--- config.mk ---
export PLATFORM = sky130hd
export DESIGN_NAME = rr_mux_n_flat
export DESIGN_NICKNAME = d
export VERILOG_FILES = /design/src/rtl/rr_mux_n_if.sv /design/src/rtl/rr_mux_n.sv /design/src/flat_wrapper.sv
export SDC_FILE = /design/constraint.sdc
export NUM_CORES = 1
export LEC_CHECK = 0
export CAP_MARGIN = 20
export CORE_AREA = 5 5 233 235
export CTS_CLUSTER_SIZE = 40
export DETAILED_ROUTE_END_ITERATION = 8
export DIE_AREA = 0 0 238 240
export PLACE_DENSITY_LB_ADDON = 0.3
export SLEW_MARGIN = 10
export SYNTH_ARGS = -nofsm -noshare
export SYNTH_HDL_FRONTEND = slang
export SYNTH_SLANG_ARGS = --single-unit
--- constraint.sdc ---
create_clock -name clk -period 4.3 [get_ports clk]
set_input_delay 0.86 -clock clk [delete_from_list [all_inputs] [get_ports clk]]
set_output_delay 0.86 -clock clk [all_outputs]
set_load 0.005 [all_outputs]
--- src/rtl/rr_mux_n_if.sv ---
// rr_mux_n_if: channel request bus, output word bus and
// arbitration controls grouped for the rr_mux_n block.
interface rr_mux_n_if #(
   parameter int WIDTH    = 64,
   parameter int CHANNELS = 8
);
   localparam int SELW = $clog2(CHANNELS);

   logic [CHANNELS-1:0]       in_valid;
   logic [CHANNELS*WIDTH-1:0] in_data;
   logic [CHANNELS-1:0]       in_ready;
   logic                      arb_mode;
   logic [SELW-1:0]           sel;
   logic                      out_valid;
   logic [WIDTH-1:0]          out_data;
   logic [SELW-1:0]           out_sel;
   logic                      out_ready;

   modport master (
      output in_valid, in_data, arb_mode, sel, out_ready,
      input  in_ready, out_valid, out_data, out_sel
   );

   modport slave (
      input  in_valid, in_data, arb_mode, sel, out_ready,
      output in_ready, out_valid, out_data, out_sel
   );
endinterface

--- src/rtl/rr_mux_n.sv ---
// rr_mux_n: N-channel mux with directed or round-robin grant
// and a single registered output stage (1-cycle latency).
module rr_mux_n #(
   parameter int WIDTH    = 64,
   parameter int CHANNELS = 8,
   parameter int SELW     = $clog2(CHANNELS)
) (
   input logic   clk,
   input logic   reset_n,
   rr_mux_n_if.slave bus
);

   logic [SELW-1:0]     ptr_q, ptr_d;
   logic                valid_q, valid_d;
   logic [WIDTH-1:0]    data_q, data_d;
   logic [SELW-1:0]     osel_q, osel_d;

   logic                load;
   logic                rr_hit;
   logic [SELW-1:0]     rr_g;
   logic [SELW-1:0]     idx;
   logic                hit;
   logic [SELW-1:0]     g;
   logic                xfer;

   assign load = !valid_q | bus.out_ready;

   // Descending scan so the channel closest to ptr wins.
   always_comb begin
      rr_hit = 1'b0;
      rr_g   = '0;
      idx    = '0;
      for (int k = CHANNELS-1; k >= 0; k--) begin
         idx = ptr_q + SELW'(k);
         if (bus.in_valid[idx]) begin
            rr_hit = 1'b1;
            rr_g   = idx;
         end
      end
   end

   always_comb begin
      hit = 1'b0;
      g   = '0;
      unique case (1'b1)
         bus.arb_mode: begin
            hit = rr_hit;
            g   = rr_g;
         end
         default: begin
            hit = bus.in_valid[bus.sel];
            g   = bus.sel;
         end
      endcase
   end

   assign xfer = reset_n & load & hit;

   assign bus.in_ready  = xfer ? (CHANNELS'(1) << g) : '0;
   assign bus.out_valid = valid_q;
   assign bus.out_data  = data_q;
   assign bus.out_sel   = osel_q;

   always_comb begin
      ptr_d   = ptr_q;
      valid_d = valid_q;
      data_d  = data_q;
      osel_d  = osel_q;
      if (xfer) begin
         valid_d = 1'b1;
         data_d  = bus.in_data[int'(g)*WIDTH +: WIDTH];
         osel_d  = g;
         if (bus.arb_mode)
            ptr_d = g + SELW'(1);
      end else if (load) begin
         valid_d = 1'b0;
      end
   end

   always_ff @(posedge clk or negedge reset_n) begin
      if (!reset_n) begin
         ptr_q   <= '0;
         valid_q <= 1'b0;
         data_q  <= '0;
         osel_q  <= '0;
      end else begin
         ptr_q   <= ptr_d;
         valid_q <= valid_d;
         data_q  <= data_d;
         osel_q  <= osel_d;
      end
   end

endmodule

--- src/flat_wrapper.sv ---
// flat-port wrapper written by rule: the top's interface ports become plain ports
module rr_mux_n_flat 
#(
   parameter int WIDTH    = 64,
   parameter int CHANNELS = 8,
   parameter int SELW     = $clog2(CHANNELS)
)
  (clk, reset_n, bus_in_valid, bus_in_data, bus_arb_mode, bus_sel, bus_out_ready, bus_in_ready, bus_out_valid, bus_out_data, bus_out_sel);
  rr_mux_n_if #(.WIDTH(WIDTH), .CHANNELS(CHANNELS)) bus_i ();
  input logic clk;
  input logic reset_n;
  input wire logic [$bits(bus_i.in_valid)-1:0] bus_in_valid;
  input wire logic [$bits(bus_i.in_data)-1:0] bus_in_data;
  input wire logic [$bits(bus_i.arb_mode)-1:0] bus_arb_mode;
  input wire logic [$bits(bus_i.sel)-1:0] bus_sel;
  input wire logic [$bits(bus_i.out_ready)-1:0] bus_out_ready;
  output wire logic [$bits(bus_i.in_ready)-1:0] bus_in_ready;
  output wire logic [$bits(bus_i.out_valid)-1:0] bus_out_valid;
  output wire logic [$bits(bus_i.out_data)-1:0] bus_out_data;
  output wire logic [$bits(bus_i.out_sel)-1:0] bus_out_sel;
  assign bus_i.in_valid = bus_in_valid;
  assign bus_i.in_data = bus_in_data;
  assign bus_i.arb_mode = bus_arb_mode;
  assign bus_i.sel = bus_sel;
  assign bus_i.out_ready = bus_out_ready;
  assign bus_in_ready = bus_i.in_ready;
  assign bus_out_valid = bus_i.out_valid;
  assign bus_out_data = bus_i.out_data;
  assign bus_out_sel = bus_i.out_sel;
  rr_mux_n #(.WIDTH(WIDTH), .CHANNELS(CHANNELS), .SELW(SELW)) u_core (.clk(clk), .reset_n(reset_n), .bus(bus_i));
endmodule
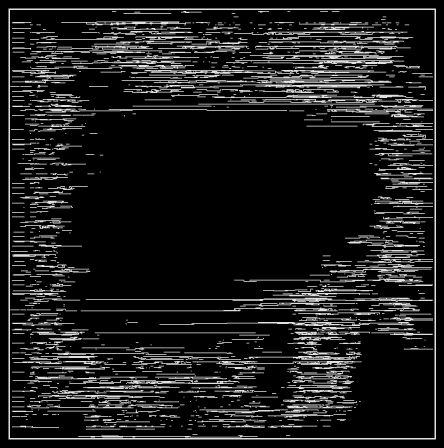
layer_met1.png
The layer carries 18300 microns of wire. The layer holds 40% of the routed length. The longest straight run is 138 microns. The wires run mostly horizontal.
M1 GR Usage: 17.69%
Routed WL: 45130 microns
DR vias: 9320

==> deck_impl_summary.md <==
Run Summary

Setup path
  – R2r worst-path depth: 12
  – Crit path from: bus_in_valid[7]
  – Worst reg2reg path endpoint: u_core.bus.out_data[42]
  – Reg2reg setup slack: 0.29 ns
  – End of the critical path: bus_in_ready[7]
  – Max FO, Critical Path: 3
  – Crit end category: primary output
  – Worst reg2reg path startpoint: u_core.ptr_q[0]
  – Startpoint types: primary input
  – CP required: 3.44 ns
  – Worst endpoint data arrival time: 3.35 ns
  – Crit Path Category: primary input to primary output

Clock tree
  – Cts repair resizes: 44
  – Maximum clock path buffer count: 2
  – TritonCTS clock tree: built
  – Clk latency late pin: 0.36 ns
  – Number of H-tree levels: 3
  – CTS Root Cell: clkbuf_16
  – Worst-path clk slew: 0.06 ns
  – # Post-CTS Setup Buffers: 7
  – CTS buffer count: 9
  – Num Clock Sinks: 71
  – Hold-fix buffers at CTS: 0

Final timing
  – Min Tclk post-route: 4.205 ns
  – Fin. max-slew vios: 0
  – Max Freq: 0.2378 GHz
  – PnR worst setup slack: 0.09468 ns
  – Final tally of hold violations: 0
  – Final Skew: 0.01487 ns
  – Fin crit share: 97.80%
  – Final setup fails: 0
  – TNS Setup: 0 ns
  – Slew headroom: 50.44%
  – Unrepaired setup endpoints after global routing: yes
  – Final hold slack: 0.4873 ns
  – Slew of the pin with the lowest slew margin: 0.7435 ns

Global route
  – Gr ovfl total: 0
  – Largest net degree at the start of global routing: 100
  – Global Route met3 Usage: 3.923%
  – First-pass GRT wire length: 64850 microns
  – Vias in the first global route: 10240
  – Initial antenna violation count: 0
  – Layer with the highest usage: met2
  – GR Util All Layers: 14.84%

Place
  – Port Buffer Count: 602
  – Hpwl dp: 37280 microns
  – GPL Wtd Cong: 0.8490
  – Cells after DPL: 2180
  – Pre-CTS setup slack: -0.6791 ns
  – Area after DPL: 14890 sq um

Min path
  – Hold Crit Start: u_core.bus.out_sel[1]
  – Worst hold path endpoint: u_core.bus.out_sel[1]
  – Hold WC Path Type: register to register
  – WHS Path Cells: 2

Cells and area
  – Logic share of the area: 37.23%
  – Clk tree area frac: 1.935%
  – FILL cells: 5538
  – Top Layout Cells: clkdlybuf4s50_1 (585), mux2i_1 (261), nand2_1 (235)
  – Nets: 2043
  – Most numerous logic cell after layout: clkdlybuf4s50_1
  – Util after Layout: 29.58%
  – Area-dominant class: buffers
  – FF/Latch Area: 1779 sq um
  – Sequential share of cell area: 11.56%
  – Final instance area: 15390 sq um
  – Diodes inserted: 0
  – Share of layout cells above drive strength 1: 11.15%
  – Flops: 71
  – P&R area growth vs syn: 97.31%
  – Post-route insts no fill: 2204
  – NonClk Buf Share: 43.46%
  – Inverters: 9
  – Clock buffer count: 10
  – MI comb cells: 737
  – Non-clk bufs: 684
  – Comb area: 5729 sq um

Synth
  – Sequential share of the synthesized area: 22.78%
  – Area leader, netlist: mux2i_1
  – Flip-flops with a built-in enable: 0
  – Comb area leader: multiplexers
  – Synth mux share: 38.93%
  – Synthesized netlist cell count: 896
  – Post-synthesis cell type with the largest instance count: mux2i_1
  – Synth warnings: 0
  – Synth cell count leaders: mux2i_1 (264), nand2_1 (238), dfrtp_1 (71)
  – Xor/xnor share: 0.5614%
  – Simple Share, Synth: 14.04%
  – Async S/R FF share, synth: 100.0%
  – Syn Nets: 1427
  – Yosys cell count: 896
  – Top-area cell share: 33.88%
  – Ys flops: 71
  – Adder-cell area share of the yosys netlist: 0.6416%
  – Unique cell types: 48
  – Yosys stat chip area: 7800 sq um
  – Mapped Area: 7800 sq um
  – Synth Area per Inst: 8.705 sq um
  – Compound Share, Synth: 16.96%
  – Largest cells by area: mux2i_1 (34%), dfrtp_1 (23%), nand2_1 (11%), o221ai_1 (4.2%), a221o_1 (4.0%)
  – Post-synth top flop: dfrtp_1

Power and ir drop
  – Max rail drop VDD: 0.0006834 V
  – Lkg Pwr: 6.706 nW
  – Pwr/cell area: 588.7 nW/um^2
  – Tot Pwr: 9.060 mW

Floorplanning
  – Die Ht: 240 microns
  – Chip width: 238 microns
  – Core region area: 52020 sq um
  – Row count: 84
  – I/O pins: 603
  – Init Core Util: 14.99%
  – Die ar.: 57120 sq um
  – Tap Cells: 688

Routing
  – DR vias/cell: 4.229
  – Max layer used: met4
  – Detail Route Antenna Nets: 0
  – Iteration-0 DRC Markers: 378
  – WL met1: 18260 microns
  – WL met2: 22720 microns
  – Met3 routed WL: 3186 microns
  – Mean routed wirelength per cell: 20.48 microns
  – Detailed Routing Iterations Pass 1: 5
  – # DRC: 0

Flow run
  – Log Warnings: 30
  – Maxcap violations: 0

Status
  – Status: complete, no violations
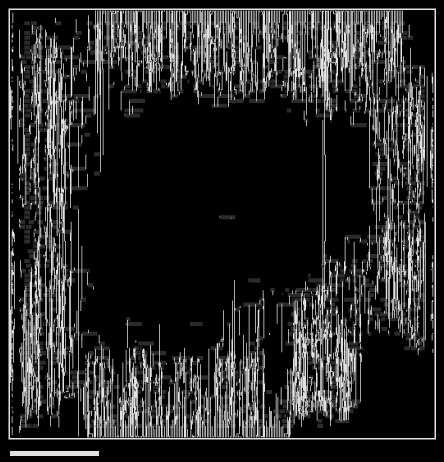
layer_met2.png
Scale bar: 50 microns. Cells faint in the background.
The layer holds 50% of the routed length. The layer carries 22.7 mm of wire.
met2 usage: 26.50%

[state kept, by name, indices dropped and copies added (netlist names)]
signal / flops
u_core.bus.out_valid: 1
u_core.bus.out_sel: 3
u_core.bus.out_data: 64
u_core.ptr_q: 3
[worst max-delay path, stage by stage]
cell and delay (ns):
dlygate4sd2_1 0.26, mux2_2 0.27, mux4_2 0.51, o32a_1 0.22, a21oi_2 0.17, mux2_4 0.32, and2_4 0.17, nor2_4 0.11
ha_2 0.17, inv_1 0.04, nor2_1 0.10, buf_2 0.14
[power by group]
part           internal [mW]  switching [mW]  leakage, nW
combinational           3.57            3.47         5.69
clock                  0.463           0.350        0.141
sequential             0.997           0.211        0.875
total                   5.03            4.03         6.71
Power figures rest on the tool's default switching activity, not on a simulated workload.
